### config.mk
export PLATFORM = sky130hd
export DESIGN_NAME = data_bus_resp_router
export DESIGN_NICKNAME = d
export VERILOG_FILES = /design/src/rtl/mtm_riscv_soc_pkg.sv /design/src/rtl/data_bus_timeout_counter.sv /design/src/rtl/data_bus_resp_router.sv
export SDC_FILE = /design/constraint.sdc
export NUM_CORES = 1
export LEC_CHECK = 0
export ABC_AREA = 1
export CAP_MARGIN = 30
export CORE_AREA = 2 2 128 130
export DETAILED_ROUTE_END_ITERATION = 10
export DIE_AREA = 0 0 130 132
export GPL_TIMING_DRIVEN = 1
export MAX_ROUTING_LAYER = met4
export PLACE_DENSITY_LB_ADDON = 0.12
export SLEW_MARGIN = 20
export SYNTH_ARGS = -nofsm -noshare
export SYNTH_HDL_FRONTEND = slang
export SYNTH_SLANG_ARGS = --single-unit
### constraint.sdc
create_clock -name clk -period 1.8 [get_ports clk]
set_input_delay 0.45 -clock clk [delete_from_list [all_inputs] [get_ports clk]]
set_output_delay 0.45 -clock clk [all_outputs]
set_load 0.01 [all_outputs]
### src/rtl/mtm_riscv_soc_pkg.sv
// Shared SoC interconnect definitions: data-bus slave encoding used by the
// address decoder and the response router, plus router FSM states.
package mtm_riscv_soc_pkg;

    localparam int DATA_BUS_NUM_SLAVES = 8;
    localparam int DATA_BUS_TIMEOUT    = 64;

    // Value 0 means "no request or unmapped"; slave index is value - 1.
    typedef enum logic [3:0] {
        DATA_BUS_NONE     = 4'd0,
        DATA_BUS_BOOT_ROM = 4'd1,
        DATA_BUS_CODE_RAM = 4'd2,
        DATA_BUS_DATA_RAM = 4'd3,
        DATA_BUS_GPIO     = 4'd4,
        DATA_BUS_SPI      = 4'd5,
        DATA_BUS_UART     = 4'd6,
        DATA_BUS_TIMER    = 4'd7,
        DATA_BUS_PMC      = 4'd8
    } data_bus_slave_t;

    typedef enum logic [1:0] {
        IDLE      = 2'd0,
        WAIT_RESP = 2'd1,
        ERR_RESP  = 2'd2
    } data_bus_router_state_t;

    function automatic logic [3:0] slave_index(input data_bus_slave_t s);
        return 4'(s) - 4'd1;
    endfunction

endpackage

### src/rtl/data_bus_timeout_counter.sv
// Saturating cycle counter guarding the wait for a slave response.
// expired is high while the count sits at TIMEOUT-1.
module data_bus_timeout_counter
    import mtm_riscv_soc_pkg::*;
#(
    parameter int TIMEOUT = DATA_BUS_TIMEOUT
) (
    input  logic clk,
    input  logic rst,
    input  logic clear,
    input  logic enable,
    output logic expired
);

    localparam int CW = $clog2(TIMEOUT);
    localparam logic [CW-1:0] LIMIT = CW'(TIMEOUT - 1);

    logic [CW-1:0] count;

    always_ff @(posedge clk) begin
        if (rst || clear) begin
            count <= '0;
        end else if (enable && (count != LIMIT)) begin
            count <= count + CW'(1);
        end
    end

    assign expired = (count == LIMIT);

endmodule

### src/rtl/data_bus_resp_router.sv
// Forwards the core data request to the decoded slave, returns its grant and
// response, and synthesises error responses for unmapped or stalled accesses.
module data_bus_resp_router
    import mtm_riscv_soc_pkg::*;
#(
    parameter int NUM_SLAVES = DATA_BUS_NUM_SLAVES,
    parameter int TIMEOUT    = DATA_BUS_TIMEOUT
) (
    input  logic                   clk,
    input  logic                   rst,
    input  data_bus_slave_t        requested_slave,
    input  logic                   core_req,
    output logic                   core_gnt,
    output logic                   core_rvalid,
    output logic [31:0]            core_rdata,
    output logic                   core_err,
    output logic [NUM_SLAVES-1:0]  slave_req,
    input  logic [NUM_SLAVES-1:0]  slave_gnt,
    input  logic [NUM_SLAVES-1:0]  slave_rvalid,
    input  logic [31:0]            slave_rdata [NUM_SLAVES],
    output logic                   timeout_seen,
    output data_bus_router_state_t state
);

    // Handshake: a request is accepted in the cycle core_req && core_gnt; its
    // single response is the one cycle where core_rvalid is high (core_err and
    // core_rdata are only meaningful then). One transaction is outstanding at most.

    localparam int IW = (NUM_SLAVES > 1) ? $clog2(NUM_SLAVES) : 1;

    data_bus_router_state_t state_next;
    logic [IW-1:0]          idx;
    logic [IW-1:0]          sel_idx;
    logic                   sel_valid;
    logic                   take_grant;
    logic                   timeout_hit;
    logic                   cnt_enable;
    logic                   expired;

    assign sel_valid = (requested_slave != DATA_BUS_NONE) &&
                       (int'(requested_slave) <= NUM_SLAVES);
    assign sel_idx   = IW'(slave_index(requested_slave));

    // The counter reads 0 whenever it is not counting, so it is already clear in
    // the grant cycle; counting that cycle makes the count equal cycles-since-grant.
    data_bus_timeout_counter #(.TIMEOUT(TIMEOUT)) u_timeout (
        .clk     (clk),
        .rst     (rst),
        .clear   (!cnt_enable),
        .enable  (cnt_enable),
        .expired (expired)
    );

    always_comb begin
        state_next  = state;
        slave_req   = '0;
        core_gnt    = 1'b0;
        core_rvalid = 1'b0;
        core_err    = 1'b0;
        core_rdata  = 32'h0;
        cnt_enable  = 1'b0;
        take_grant  = 1'b0;
        timeout_hit = 1'b0;
        case (state)
            IDLE: begin
                if (core_req) begin
                    if (sel_valid) begin
                        slave_req[sel_idx] = 1'b1;
                        core_gnt           = slave_gnt[sel_idx];
                        if (slave_gnt[sel_idx]) begin
                            take_grant = 1'b1;
                            cnt_enable = 1'b1;
                            state_next = WAIT_RESP;
                        end
                    end else begin
                        core_gnt   = 1'b1;
                        state_next = ERR_RESP;
                    end
                end
            end
            WAIT_RESP: begin
                // A real response beats a timeout landing in the same cycle.
                if (slave_rvalid[idx]) begin
                    core_rvalid = 1'b1;
                    core_rdata  = slave_rdata[idx];
                    state_next  = IDLE;
                end else if (expired) begin
                    core_rvalid = 1'b1;
                    core_err    = 1'b1;
                    timeout_hit = 1'b1;
                    state_next  = IDLE;
                end else begin
                    cnt_enable = 1'b1;
                end
            end
            ERR_RESP: begin
                core_rvalid = 1'b1;
                core_err    = 1'b1;
                state_next  = IDLE;
            end
            default: state_next = IDLE;
        endcase
    end

    always_ff @(posedge clk) begin
        if (rst) begin
            state        <= IDLE;
            idx          <= '0;
            timeout_seen <= 1'b0;
        end else begin
            state <= state_next;
            if (take_grant) begin
                idx <= sel_idx;
            end
            if (timeout_hit) begin
                timeout_seen <= 1'b1;
            end
        end
    end

endmodule

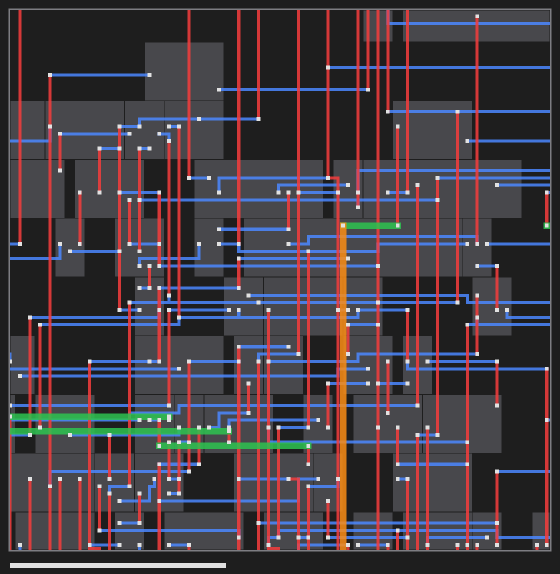
(images/detail.png)
The bar under the picture is 10 µm long. Region (20, 20) to (45, 45) µm. Cells in gray, sequential cells in the stronger gray; small squares are vias.
layer	color
metal 1	blue
metal 2	red
metal 4	orange
metal 3	green
sequential cells in the window	0
most frequent	clkdlybuf4s50_1 (10), nand2_1 (7), nor2_1 (6)
cells with their middle in the window	48

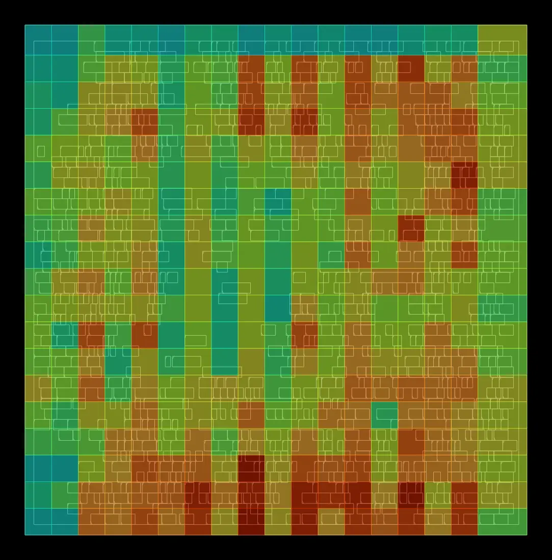
(images/congestion.png)
most used routing layer: met2
met1 routing resource usage after global routing: 0.275

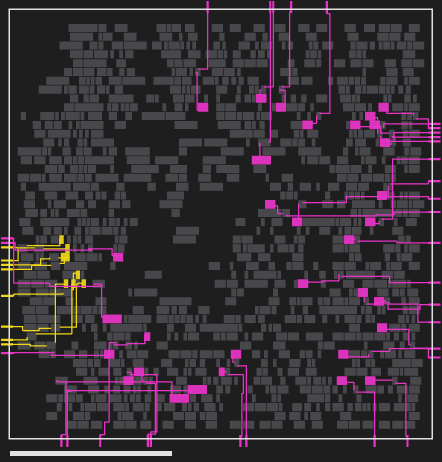
(images/io_fan.png)
The bar under the picture is 50 µm long.
port	color	bits	direction	end cells	buffers	wire
core_rdata	magenta	32	output	32	32	1030 µm
slave_gnt	yellow	8	input	8	8	189 µm

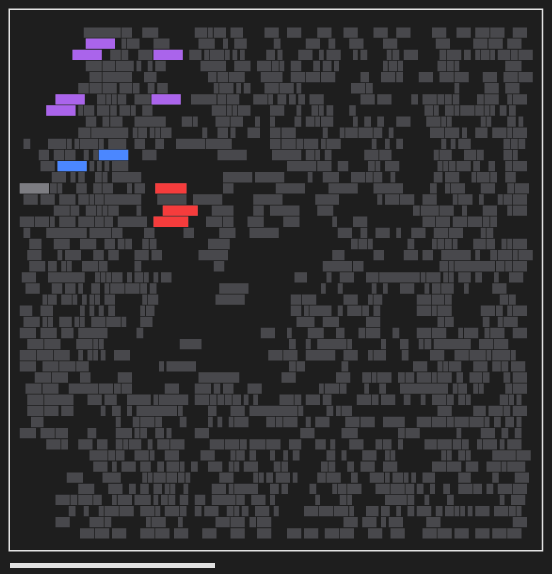
(images/flops_by_reg.png)
The bar under the picture is 50 µm long. Other sequential cells in the stronger gray, the rest of the logic in the fainter gray.
name in the netlist	color	placed flops
idx	red	3
state	blue	2
u_timeout.count	purple	6

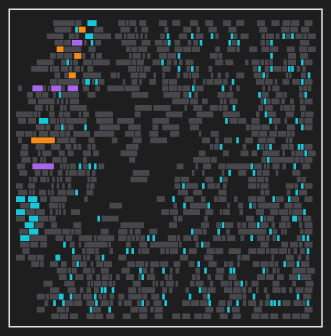
(images/logic_types.png)
family	color	cells	where
fa/ha/maj cells	purple	5	top left
nor cells	cyan	147	spread over the die
xor and xnor cells	orange	5	top left

[routing by layer]
layer / wire length, µm / part of all wire
met5: 0 / 0
met4: 495 / 0.023
met3: 1520 / 0.071
met2: 11000 / 0.51
met1: 8360 / 0.39
[through the flow]
stage	util	worst slack (ns)
floorplan	-	-0.0728
global placement	0.467	-1.21
detailed placement	0.467	-1.22
CTS	0.508	-0.378
global route	0.532	-0.438
finish	0.532	-0.361
[path summary, 6_finish.rpt]
| kind | from | to | slack, ns | depth (start not counted) |
|---|---|---|---|---|
| worst max-delay path | idx[0] | core_rdata[14] | -0.36 | 9 |
| worst min-delay path | timeout_seen | timeout_seen | 0.45 | 2 |
| worst max register to register | state[0] | u_timeout.count[2] | 0.12 | 10 |
| worst min register to register | timeout_seen | timeout_seen | 0.45 | 2 |
[Yosys cell counts]
library cell / instances
buf_1: 1
inv_2: 2
a31oi_1: 1
a311oi_1: 1
o21ai_1: 14
nand2_4: 3
xor2_1: 2
inv_1: 25
nor2_2: 1
nand4_1: 3
a21oi_1: 41
dfxtp_1: 12
xor2_2: 1
a211oi_1: 1
buf_2: 17
nand2_2: 3
clkbuf_2: 2
buf_6: 1
nor3_2: 1
ha_1: 5
o21ai_0: 116
xnor2_1: 2
nand2_1: 115
clkbuf_1: 30
nand3_1: 15
clkinv_1: 1
nor2_1: 145
o22ai_1: 64
buf_4: 1
[where the power goes]
group | switching, mW | internal (mW)
sequential | 0.0271 | 0.288
clock | 0.120 | 0.298
combinational | 1.31 | 1.61
total | 1.46 | 2.20
[layout make-up]
type | count | area share
Multi-Input combinational cell | 534 | 0.370
Clock buffer | 4 | 0.00943
Tap cell | 216 | 0.0323
Antenna cell | 2 | 0.000599
Timing Repair Buffer | 438 | 0.541
Inverter | 28 | 0.0166
Sequential cell | 12 | 0.0298
==> deck_impl_summary.md <==
Flow Results at a Glance

Critical path
  – Maximum fanout count along the critical path: 7
  – Kind of end point of the critical path: primary output
  – Family with the most delay on the worst path: buffers and inverters
  – Startpoint-to-endpoint class of the critical path: reg -> out
  – Buffering stage count on the worst path with inverters included: 4
  – CP peak stage delay: 0.38 ns

Die
  – Io pins: 325
  – Area of the core: 0.0157 mm²
  – Chip area: 0.0172 mm²
  – Width of the die: 130 µm
  – Vert. Die Dim: 132 µm

Clock network
  – Latest clock arrival within the worst-skew pair: 0.24 ns
  – Number of instances resized during post-cts repair: 306

STA
  – Worst setup margin: -0.361 ns
  – Max-slew violation count: 0
  – Final count of negative-setup-slack endpoints: 43
  – Pin slew with the least headroom to its limit: 0.405 ns
  – Setup_tns: -12.72 ns
  – Fin crit period: 2.16 ns

Finish
  – Most frequent logic cells in the routed design: clkdlybuf4s50_1 (261), nor2_1 (132), nand2_1 (98), o21ai_0 (96), buf_4 (60)
  – Largest reg by FF count: u_timeout.count
  – Most common logic cell in the routed design: clkdlybuf4s50_1
  – Max FFs per register: 6

Place
  – Number of placed instances with taps included: 1191
  – Port Buf Inserts: 324
  – Detailed Place HPWL: 15900 µm

Synth
  – Chip area line of the yosys report: 0.00311 mm²
  – Multiplexer share: 0
  – Number of warnings printed during yosys synthesis: 0
  – Instance count of the mapped netlist: 626
  – Share of synthesized cell area in and-or and or-and compound cells: 0.412
  – Synth area leader: o21ai_0

Detailed routing
  – Drt total wl: 21400 µm
  – Count of routing violations after the opening detailed-route iteration: 224
  – DR pass1 iterations: 4
  – WL/cell: 17.3 µm

Run status
  – Result of the run: finished, violations left
  – Violated checks: setup timing

Job
  – Maxcap violations: 0

Power
  – Total power of the final layout: 3.66 mW
Power figures rest on the tool's default switching activity, not on a simulated workload.
